==> images/layer_met1.png <==
Supply wires on this layer in gray.
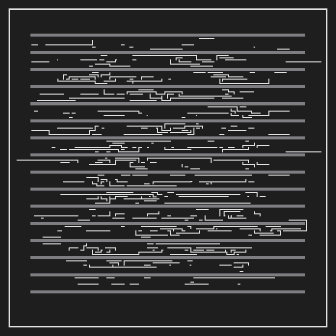
==> images/layer_met2.png <==
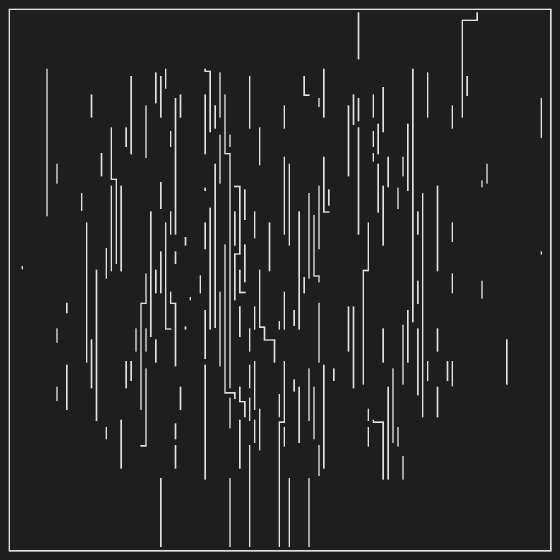
==> images/layer_met3.png <==
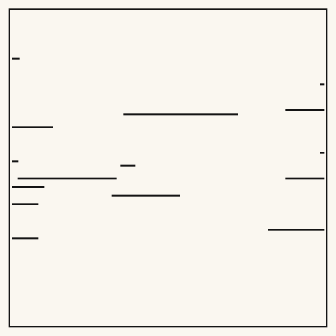
==> images/clocks.png <==
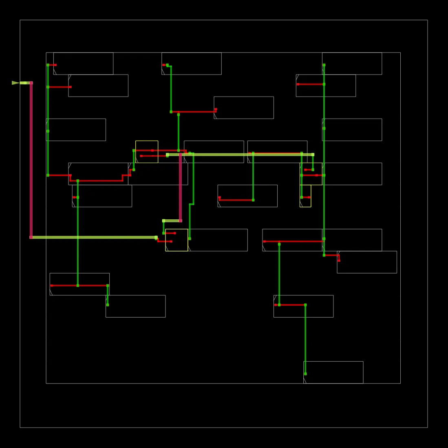
==> images/metal_density.png <==
Bar = 20 µm. 10 x 10 tiles, from dark purple (low) to yellow (high), scaled to the fullest tile. Values are wire area over tile area, all layers added.
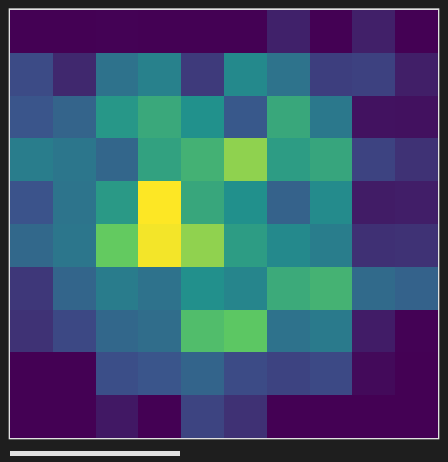
Design serial_add_seq, sky130hd; sources not shown.
==> impl.org <==
#+TITLE: Implementation results

** Power
- The flow reported a cell area power density of 820.6 mW/mm².
- Switching component of the power :: 0.2487 mW
- Sequential share of power :: 60.3%
- Sum of internal, switching and leakage power :: slightly below 1 mW
- Leakage power figure :: ~0.61 nW
- Of the total power, combinational logic draws between 10 and 15%.
- In the power breakdown, the internal column shows between 0.7 and 0.8 mW.
- The power report attributes to the clock group a share of 25.0%.

** STA
- Final hold analysis gives a worst-case slack of 0.02658 ns.
- In the final report, the number of hold violations comes to 0.
- Setup repair after global routing left no endpoint under its margin.
- In the final report, the number of pins over their slew limit comes to 0.
- Worst-Margin Slew :: 0.4227 ns
- Minimum period implied by the final worst setup slack :: around 1.5 ns
- Min setup slack post-route :: 0.2259 ns
- The final timing summary puts the cycle share of the worst path at 86.71%.
- Relative slew slack :: a little under three quarters
- Setup Viol. Count Final :: 0

** Synthesis
- The synthesis run shows the most used standard cells to be sky130_fd_sc_hd__nand2_1, sky130_fd_sc_hd__inv_1, sky130_fd_sc_hd__dfxtp_1, sky130_fd_sc_hd__nand3_1, sky130_fd_sc_hd__nor2_1.
- The synthesis report gives the async set-or-reset register share as 0%.
- Area share of the largest cell type after synthesis :: 47.98%
- The synthesis report names the predominant flop master as sky130_fd_sc_hd__dfxtp_1.
- The chip area line in the Yosys stat output reads about 960 µm².
- A synthesized cell averages 7.216 µm².
- Summing every instance area after synthesis gives 959.7 µm².
- Synthesis produced a netlist with a net count of 147.
- Cell accounting for the most synthesized area :: sky130_fd_sc_hd__dfxtp_1
- For this run, the number of Yosys warnings is 6.
- Synthesis handed over a netlist of about 130 instances.
- Cell variety after synth :: 13
- Fraction of the yosys area taken by sequential cells :: 47.98%
- Flops & latches, synth :: 23
- By instance count, the leading cell after synthesis is sky130_fd_sc_hd__nand2_1.

** Setup path
- The worst setup path is launched from an input port.
- STA classifies the critical path endpoint as a flip-flop.
- In this run the register-to-register setup slack is 0.30 ns.
- CP delay by family, top :: buffers and inverters
- Per STA, the highest per-stage delay on the worst path measures approximately 0.52 ns.
- The critical path runs through a total of 6 cells.
- List of cells traversed by the critical path :: clkdlybuf4s50_1, inv_1, nor2_1, nor2_1, o21ai_0, nor2_1
- The critical path is of the in -> reg type.
- Data required time of the critical path :: roughly 1.7 ns
- The critical path's slowest stage uses the library cell sky130_fd_sc_hd__clkdlybuf4s50_1.
- The arrival time of data at the worst endpoint is listed as ~1.5 ns.
- CP bufs+invs :: 2
- Counting cells, the worst reg-to-reg path comes to 4.

** Outcome
- Outcome :: finished, final reports clean

** Clocking
- TritonCTS clock tree :: yes
- H-Tree Depth :: 1
- The number of setup buffers added after CTS is 0.
- CTS reports a maximum clock tree buffer depth of 2.
- Looking at the clock tree report, the root buffer type is sky130_fd_sc_hd__clkbuf_4.

** Placed design
- Gpl congestion :: a little under 0.8
- After legalization and detailed placement, the total HPWL measured around 1400 µm.
- Setup slack after placement :: -0.1160 ns
- Number of buffer cells added on primary ports :: 17
- Detailed placement reports a standard cell area of 0.001161 mm².

** Floorplanning
- DIE HEIGHT :: around 50 µm
- Ports :: 19
- The initialized floorplan defines 15 standard-cell rows.
- DIE WIDTH :: approximately 50 µm
- The chip occupies 0.002526 mm².
- Core box area :: 0.001783 mm²
- In the floorplan report the effective utilization is a little over half.

** Global routing
- Maximum number of pins on one net before global-route repair :: 13
- Vias in the first global route :: approximately 770
- Number of antenna violations at the first check in global routing :: 0
- Wire length of the first global-routing pass :: 3249 µm
- For this run the aggregate overflow at the end of global routing stands at 0.

** Worst hold path
- Note that the worst hold path type here is in -> reg.
- Worst hold stages :: 2

** Cells and area
- Final core utilization :: 66.32%
- The post-route netlist has 5.844% of its cells at a drive strength greater than 1.
- Sequential Area :: approximately 460 µm²
- For this run, the script counts the antenna cells in the layout as 0.
- Number of nets in the finished design :: between 150 and 200
- Number of inserted filler cells in the final layout :: around 170
- From synthesis to final layout, the design area changed by 23.21%.
- Finished layout cell area :: 0.001182 mm²
- Summing all multi-input logic gate instances after layout gives 387.9 µm².

** Route
- Via/cell ratio :: 4.715
- DRC viols :: 0
- Post-route ant nets :: 0

** Job
- Max-cap violation count :: 0
- Log Warnings :: 26
About layer_met1.png:
main direction = horizontal
wire length on this layer = 842 µm
longest straight run = 14.7 µm
nets with wire on the layer = 157
share of all routed wire = 48%
Routed Wire Length: 1759 µm
M1 GR Usage: 22.57%
detailed-route via count: 844

About layer_met2.png:
longest straight run = 23.5 µm
main direction = vertical
share of all routed wire = 46%
GR met2 Demand/Resource: 24.57%

About layer_met3.png:
nets with wire on the layer = 13
main direction = horizontal
M3 GR Usage: 4.748%

About clocks.png:
P_clk: 0.243 mW
FF+latch count: 23
Skew-Pair Late Insertion Delay: 0.31 ns

About metal_density.png:
mean over tiles = 0.11
tiles over half the peak = 20%
densest ninth of the die = center
nearly empty tiles = 19%
fullest tile = 0.37
global-route usage over all layers: 16.58%
Wirelength per Cell: 9.827 µm

-- worst register-to-register path, stage by stage (launching register included) --
cell and delay, ns:
sky130_fd_sc_hd__dfxtp_1 0.47, sky130_fd_sc_hd__nor2_1 0.18, sky130_fd_sc_hd__nor2_1 0.24, sky130_fd_sc_hd__o21ai_0 0.13
sky130_fd_sc_hd__a21oi_1 0.12
-- final cells by class --
| cell class | instances | area share, % |
|---|---|---|
| Sequential cell | 23 | 38.94 |
| Multi-Input combinational cell | 83 | 32.80 |
| Timing Repair Buffer | 17 | 13.97 |
| Inverter | 24 | 7.619 |
| Tap cell | 25 | 2.646 |
| Clock buffer | 4 | 2.222 |
| Buffer | 3 | 1.799 |
-- power by group through the flow --
stage          Sequential [mW]  Combinational, mW  Clock (mW)
2_1_floorplan            0.596             0.0933           0
3_3_place_gp             0.596              0.141           0
3_5_place_dp             0.597              0.144           0
4_1_cts                  0.585              0.143       0.255
5_1_grt                  0.590              0.166       0.274
6_report                 0.585              0.142       0.243
-- per-layer routing --
layer | share of wire, % | global-route usage, %
met1 | 48 | 22.57
met2 | 46 | 24.57
met3 | 4.9 | 4.748
met4 | 1.5 | 6.452
met5 | 0 | 0
-- metrics by stage --
stage	TNS, ns	instances
after CTS	0	179
after floorplan	0	133
after detailed placement	-0.6981	175
final	0	179
after global routing	0	179
after global placement	-0.3946	175
-- cells by family (layout without fill, tap and decap cells) --
family	Yosys count	count (layout)	share of synthesized area (%)
compound gates	20	20	10.43
fa+ha+maj	2	2	3.390
buf+inv	27	48	11.60
flops	23	23	47.98
simple gates	61	61	26.60
-- repair_timing --
item / in CTS / in global routing
hold buffers: 0 / 0
setup endpoints to repair: 6 / 1
endpoints found under the hold margin: 0 / 0
resized: 6 / 1
-- placed cells by master (no fill, tap or decap) --
master,Yosys,layout
sky130_fd_sc_hd__nand3_1,15,15
sky130_fd_sc_hd__buf_2,2,2
sky130_fd_sc_hd__clkbuf_4,0,3
sky130_fd_sc_hd__dlymetal6s2s_1,0,1
sky130_fd_sc_hd__fa_1,1,1
sky130_fd_sc_hd__clkdlybuf4s50_1,0,10
sky130_fd_sc_hd__dlygate4sd2_1,0,6
sky130_fd_sc_hd__nor2_1,15,15
sky130_fd_sc_hd__nor2_2,1,1
sky130_fd_sc_hd__a21oi_1,12,12
sky130_fd_sc_hd__inv_1,24,24
sky130_fd_sc_hd__o21ai_0,8,8
sky130_fd_sc_hd__buf_6,1,1
sky130_fd_sc_hd__nand2_2,2,2
sky130_fd_sc_hd__nand2_1,28,28
sky130_fd_sc_hd__ha_1,1,1
sky130_fd_sc_hd__dfxtp_1,23,23
sky130_fd_sc_hd__clkbuf_1,0,1
Power figures rest on the tool's default switching activity, not on a simulated workload.
